Run 1, register map, names as in the netlist:
Scale bar: 50 um.
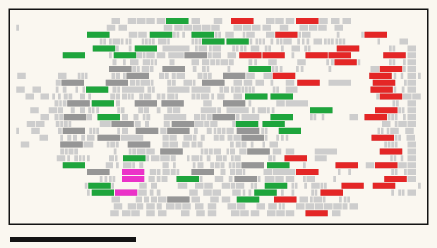
Run 1, cell classes on the final placement:
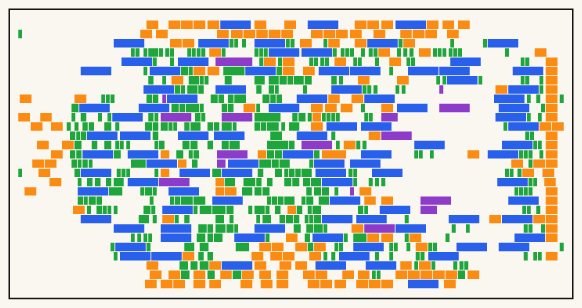
Run 1, placed standard cells:
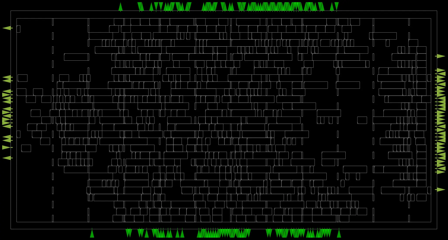
## config.mk

```make
export PLATFORM = sky130hd
export DESIGN_NAME = ifetch_unit
export DESIGN_NICKNAME = d
export VERILOG_FILES = /design/src/rtl/ifetch_unit.sv
export SDC_FILE = /design/constraint.sdc
export NUM_CORES = 1
export LEC_CHECK = 0
export CAP_MARGIN = 30
export CORE_ASPECT_RATIO = 0.5
export CORE_MARGIN = 2
export CORE_UTILIZATION = 35
export DETAILED_ROUTE_END_ITERATION = 7
export PLACE_DENSITY = 0.73
export SYNTH_ARGS = -nofsm -noshare
export SYNTH_HDL_FRONTEND = slang
export SYNTH_SLANG_ARGS = --single-unit
```

## constraint.sdc

```tcl
create_clock -name clk -period 3.4 [get_ports clk]
set_input_delay 0.34 -clock clk [delete_from_list [all_inputs] [get_ports clk]]
set_output_delay 0.34 -clock clk [all_outputs]
set_load 0.02 [all_outputs]
```

## src/rtl/ifetch_unit.sv

```systemverilog
// Instruction fetch unit: single-outstanding-request fetch FSM with redirect
// handling, response draining and a one-entry instruction hold register.
module ifetch_unit #(
   parameter logic [31:0] RESET_PC = 32'h0000_0000
) (
   input  logic        clk,
   input  logic        rst,
   output logic        mem_req,
   output logic [31:0] mem_addr,
   input  logic        mem_gnt,
   input  logic        mem_rvalid,
   input  logic [31:0] mem_rdata,
   output logic        instr_valid,
   output logic [31:0] instr_data,
   output logic [31:0] instr_pc,
   input  logic        instr_ready,
   input  logic        redirect,
   input  logic [31:0] redirect_pc,
   output logic        fetch_err
);

   typedef enum logic [2:0] {
      S_IDLE,
      S_REQ,
      S_WAIT,
      S_DRAIN,
      S_HOLD
   } state_t;

   state_t      r_state;
   logic [31:0] r_pc;
   logic [31:0] r_instr_data;
   logic [31:0] r_instr_pc;
   logic        r_fetch_err;

   logic [31:0] w_redirect_pc_al;
   logic        w_misaligned;

   assign w_redirect_pc_al = {redirect_pc[31:2], 2'b00};
   assign w_misaligned     = |redirect_pc[1:0];

   // NOTE: all state below uses non-blocking assignments so every register
   // samples pre-edge values; blocking here would create order-dependent races.
   always_ff @(posedge clk or posedge rst) begin
      if (rst) begin
         r_state      <= S_IDLE;
         r_pc         <= RESET_PC;
         r_instr_data <= 32'h0;
         r_instr_pc   <= 32'h0;
         r_fetch_err  <= 1'b0;
      end else begin
         r_fetch_err <= redirect && w_misaligned;
         case (r_state)
            S_IDLE: begin
               if (redirect) r_pc <= w_redirect_pc_al;
               r_state <= S_REQ;
            end
            S_REQ: begin
               if (redirect) r_pc <= w_redirect_pc_al;
               // A granted request whose address was just redirected still returns data.
               if (mem_gnt) r_state <= redirect ? S_DRAIN : S_WAIT;
            end
            S_WAIT: begin
               if (redirect) begin
                  r_pc    <= w_redirect_pc_al;
                  r_state <= mem_rvalid ? S_REQ : S_DRAIN;
               end else if (mem_rvalid) begin
                  r_instr_data <= mem_rdata;
                  r_instr_pc   <= r_pc;
                  r_pc         <= r_pc + 32'd4;
                  r_state      <= S_HOLD;
               end
            end
            S_DRAIN: begin
               if (redirect) r_pc <= w_redirect_pc_al;
               if (mem_rvalid) r_state <= S_REQ;
            end
            S_HOLD: begin
               if (redirect) begin
                  r_pc    <= w_redirect_pc_al;
                  r_state <= S_REQ;
               end else if (instr_ready) begin
                  r_state <= S_REQ;
               end
            end
            default: r_state <= S_IDLE;
         endcase
      end
   end

   assign mem_req     = (r_state == S_REQ);
   assign mem_addr    = r_pc;
   assign instr_valid = (r_state == S_HOLD);
   assign instr_data  = r_instr_data;
   assign instr_pc    = r_instr_pc;
   assign fetch_err   = r_fetch_err;

endmodule

```

==> notes.md, run 1 <==
Notes on the flow run.

- The aoi/oai-family share of the synthesized area is 13.2%, for reference.
- The share of cell area taken by multi-input logic gates is 29.6%, for reference.
- For this run, the detailed router's first-pass iteration total came to 5.
- The area of the die is 14000 um2, for reference.
- After synthesis the cells add up to approximately 4500 um2.
- The sum of net half-perimeters after detailed placement is 9150 um, for reference.
- The topmost layer with routed signal wires is met4, for reference.
- Per the final report, max-transition violations number 0.
- The synthesis run shows multiplexers occupying less than 1% of the cell area.
- Yosys reports a chip area of 4550 um2.
- The power report puts the leakage power at 2.91 nW.
- The residual overflow from global routing is 0, for reference.
- For the worst setup path, the data required time is 3.62 ns.
- The net total in the final layout is 744, for reference.
- The clock sink count is about 96, for reference.
- During tapcell insertion the tool placed approximately 170 well taps.
- The clock period minus final worst setup slack is 2.29 ns, for reference.
- Total power normalized to cell area comes to 768 nW/um2.
- The number of setup buffers added after CTS is 0.
- The max-slew headroom at the worst pin is 52.8%, for reference.
- The top cell type by instance count after synthesis is nand2_1, for reference.
- TritonRoute reported its final design rule violation total as 0.
- The final sum of negative setup slack is 0 ns, for reference.
- The via count of the first global-routing pass was 4146.
- The overall via count from detail_route is 4308, for reference.
- The arrival time at the worst endpoint is between 2 and 3 ns, for reference.
- Hold-check failures listed in the final report amount to 0.
- The run finished with clean final reports.
- The multi-input combinational cell count is 389, for reference.
- At the later pin of the worst-skew pair, clock insertion delay measures 0.34 ns.
- In this run the vertical extent of the chip is 84.6 um.
- The fraction of synthesized cell area taken by the top area cell type is 52.8%, for reference.
- By count the netlist is led by nand2_1 (198), dfrtp_1 (96), a21oi_1 (38).
- Setup repair after global routing left no endpoint under its margin.
- 169 I/O pins were placed.
- The gate count after technology mapping is 527, for reference.
- The standard-cell row count is 29, for reference.
- The setup skew after layout is about 0.0050 ns, for reference.
- The multi-input combinational cells in the finished layout cover a total of approximately 2000 um2.
- Counting only logic cells after layout, the most numerous master is nand2_1.
Back to the opening pictures, 'register map, names as in the netlist':
legend:
  magenta:
    netlist_name: `r_state`
    flops: 3
  green:
    netlist_name: `instr_pc`
    flops: 30
  red:
    netlist_name: `instr_data`
    flops: 32
not coloured: 31

Back to the opening pictures, 'cell classes on the final placement':
legend:
  green:
    class: remaining logic cells
    cells: 393
    share_of_their_area: 31%
  orange:
    class: remaining buffers and delay cells
    cells: 173
    share_of_their_area: 27%
  blue:
    class: registers
    cells: 96
    share_of_their_area: 38%
  purple:
    class: clock drivers and dummy loads
    cells: 16
    share_of_their_area: 4.7%

Back to the opening pictures, 'placed standard cells':
Layout Utilization: 52.2%
post-route non-filler standard cell count: 848

## run 1: worst paths after layout
kind,startpoint,endpoint,slack (ns),cells after the start
worst max-delay path,redirect,instr_pc[30],1.11,4
min in group clk,instr_pc[17],instr_pc[17],0.48,2
worst min register to register,instr_pc[17],instr_pc[17],0.48,2
max in group asynchronous,rst,r_state[2],2.27,3
worst max register to register,mem_addr[2],mem_addr[24],1.11,6
worst min-delay path,rst,instr_data[4],0.43,2
## run 1: metrics by stage
| stage | utilization [%] | instance area, um2 | worst slack, ns |
|---|---|---|---|
| after CTS | 52.2 | 6610 | 1.12 |
| after detailed placement | 49.8 | 6310 | 0.762 |
| after floorplan | - | 4560 | 0.555 |
| after global routing | 52.2 | 6610 | 0.895 |
| after global placement | 49.8 | 6310 | 0.798 |
| final | 52.2 | 6610 | 1.11 |
## run 1: cell families after synthesis
| logic type | after synthesis |
|---|---|
| simple gates | 285 |
| flops | 96 |
| compound gates | 95 |
| buf+inv | 45 |
| mux | 4 |
| fa+ha+maj | 1 |
| other cells | 1 |
## run 1: layer usage
layer,up-vias,global-route usage [%]
li1,2074,-
met1,2084,25.3
met2,130,32.4
met3,20,4.00
met4,0,4.98
met5,-,0
## run 1: worst max-delay path, stage by stage
cell,delay [ns]
clkdlybuf4s50_1,0.71
or3_2,0.54
buf_4,0.52
mux2_2,0.39
## run 1: flip-flops by register name (all words and copies together) (netlist names)
name        count
mem_addr       30
instr_pc       30
r_state         3
instr_data     32
fetch_err       1
## run 1: power breakdown
| part | switching, mW | total [mW] | internal [mW] |
|---|---|---|---|
| combinational | 1.12 | 2.15 | 1.03 |
| sequential | 0.348 | 1.90 | 1.56 |
| clock | 0.416 | 1.03 | 0.612 |
| total | 1.88 | 5.08 | 3.19 |
Run 1, signal wires on met3:
Scale bar: 50 um.
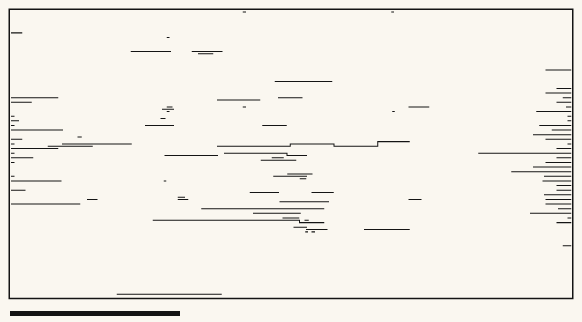

## Run 2: what changed since run 1
- PLACE_DENSITY: 0.73 -> 0.75
- clock period: 3.4 -> 2.1 ns (I/O delays scaled with it)
Run 2, signal wires on met3:
Scale bar: 50 um.
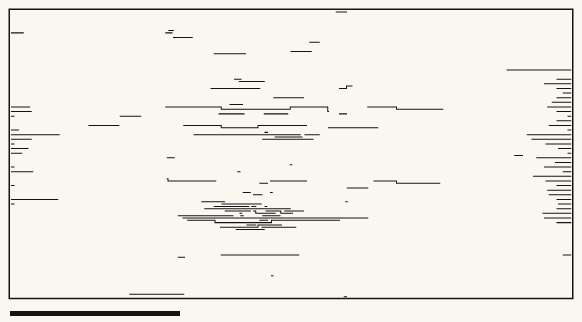
wire length on this layer: 902 um
share of all routed wire: 6.7%
nets with wire on the layer: 92
main direction: horizontal

Run 2, local utilization:
The die is cut into 17 by 8 equal tiles; white is low, dark blue is high, 0 to 100% covered.
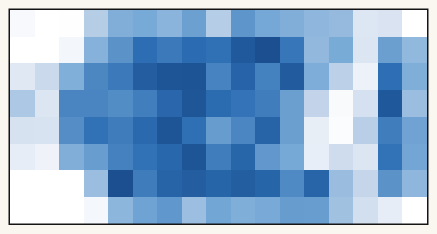
tiles over 75% full: 20%
fullest tile: 88%
nearly empty tiles: 9.6%
mean over tiles: 48%

==> run 2 against run 1 <==
Net effect:
- synthesized cell count stayed put
- clock power is 66% higher
- global-route usage is 0.61 points higher
- critical endpoint is now mem_addr[30]
- sequential share of layout area is 1.3 points lower
- first-iteration DRC count is 6.3% lower
- area after synthesis stayed put
- register-to-register slack worse by 0.97 ns
- critical path type is now reg2reg
==> notes.md, run 2 <==
Notes on the flow run.

- The depth of the worst register-to-register path is 4 (was 6), for reference.
- The total iterations of the first detailed-routing run was 7 (was 5).
- The overall power after layout is 8.40 mW (was 5.08 mW).
- The overall via count from detail_route came to 4401 (was 4308).
- The residual overflow from global routing is 0 (unchanged).
- The worst supply voltage drop on vdd is 0.493 mV (was 0.342 mV), for reference.
- The post-route cell area is 6850 um2 (was 6610 um2).
- The number of slew-limit violations in the final report is 0 (unchanged), for reference.
- The arrival time at the worst endpoint was 2.17 ns (was 2.52 ns).
- Most instantiated cells after synthesis: nand2_1 (198), dfrtp_1 (96), a21oi_1 (38) (unchanged).
- The final sum of negative setup slack came to 0 ns (unchanged).
- The utilization after layout is 54.1% (was 52.2%), for reference.
- The routed length per instance was 15.5 um (about the same).
- The total length of routed wires is 13600 um (was 13200 um), for reference.
- The area of the die is 14000 um2 (unchanged).
- The post-detailed-placement cell area is 6550 um2 (was 6310 um2), for reference.
- Chain of cells forming the critical path: nand3b_1 -> or3_2 -> buf_12 -> o311ai_0 (was clkdlybuf4s50_1 -> or3_2 -> buf_4 -> mux2_2).
- Run status: finished clean (unchanged).
- The cell area after synthesis is 4550 um2 (unchanged).
- The chip area from the yosys synthesis statistics came to 4550 um2 (unchanged).
- The flip-flop count of the largest register, all copies and words added is 32 (unchanged), for reference.
- The total power density per cell area is 1230 nW/um2 (was 768 nW/um2), for reference.
- The net total in the final layout is 771 (was 744).
- The leading cell type in the layout, fill and taps excluded was nand2_1 (unchanged).
- The buffer-and-inverter tally for the worst setup path was 1 (was 2).
- The vertical die dimension is 84.6 um (unchanged), for reference.
- The setup skew after layout is 0.00364 ns (was 0.00500 ns), for reference.
- The via count of the first global-routing pass came to 4231 (was 4146).
- The number of DRC violations after detailed routing came to 0 (unchanged).
- The sum of net half-perimeters after detailed placement was 9550 um (was 9150 um).
- The post-placement setup slack is 0.0846 ns (was 0.762 ns), for reference.
- The clock period minus final worst setup slack is 1.96 ns, for reference.
- The data required time of the critical path is 2.30 ns (was 3.62 ns), for reference.
- The final non-filler cell total came to 874 (was 848).
- Setup repair after global routing missed its margin: no (unchanged).
- The largest net degree at the start of global routing is 76 (was 52), for reference.
- The critical-path cell with the highest stage delay is or3_2 (was clkdlybuf4s50_1), for reference.
- The number of cells on the critical path came to 4 (unchanged).
- The fraction of synthesized cell area taken by the top area cell type is 52.8% (unchanged).
- The leakage power of the design is 3.05 nW (was 2.91 nW), for reference.
- The final critical-path setup slack is 0.136 ns (was 1.11 ns).
- The number of top-level pins is 169 (unchanged), for reference.
- The kind of cell adding the most delay to the critical path is simple AND/OR/NAND/NOR gates (was buffers and inverters), for reference.
==> run 2: cell types whose count changed in the layout (fill, tap and decap cells not counted) <==
cell,change
buf_12,+3
buf_4,+24
bufinv_16,+1
clkbuf_8,-2
clkinvlp_4,+1
inv_4,-1
==> run 2: cell families after synthesis <==
family	after synthesis	synth area share [%]
AND-OR/OR-AND	95	13.2
other	1	0.0825
buffers and inverters	45	4.68
multiplexers	4	0.936
AND/OR/NAND/NOR	285	28.0
flip-flops	96	52.8
adder cells (fa/ha/maj)	1	0.275
==> run 2: final timing paths <==
check | startpoint | slack (ns) | end
worst max-delay path | r_state[2] | 0.14 | mem_addr[30]
worst min-delay path | rst | 0.12 | instr_data[2]
worst max register to register | r_state[2] | 0.14 | mem_addr[30]
worst min register to register | instr_pc[20] | 0.47 | instr_pc[20]
max in group asynchronous | rst | 1.32 | instr_data[8]
min in group clk | mem_rdata[22] | 0.40 | instr_data[22]
==> run 2: final cells by class <==
class | count | area [um2] | area share, %
inverter | 4 | 18.8 | 0.274
timing repair buffer | 200 | 1960 | 28.6
multi-input combinational | 389 | 1950 | 28.5
clock buffer | 12 | 236 | 3.45
sequential | 96 | 2400 | 35.0
clock inverter | 3 | 67.6 | 0.986
tap | 170 | 213 | 3.10
==> run 2: power breakdown <==
group	internal, mW	switching [mW]	leakage [nW]
Clock	1.04	0.670	0.143
Sequential	2.52	0.489	1.19
Combinational	1.76	1.92	1.72
==> run 2: worst reg2reg max path, stage by stage, from the launching register on <==
cell and delay, ns:
dfrtp_1 0.46, nand3b_1 0.20, or3_2 0.50, buf_12 0.24, o311ai_0 0.42
==> run 2: layer usage <==
metal	GRT usage (%)	vias up	wire length [um]
li1	-	2126	-
met1	26.3	2082	6020
met2	32.0	167	6400
met3	5.39	26	902
met4	5.45	0	247
met5	0	-	0
Power and IR drop assume default switching activity.
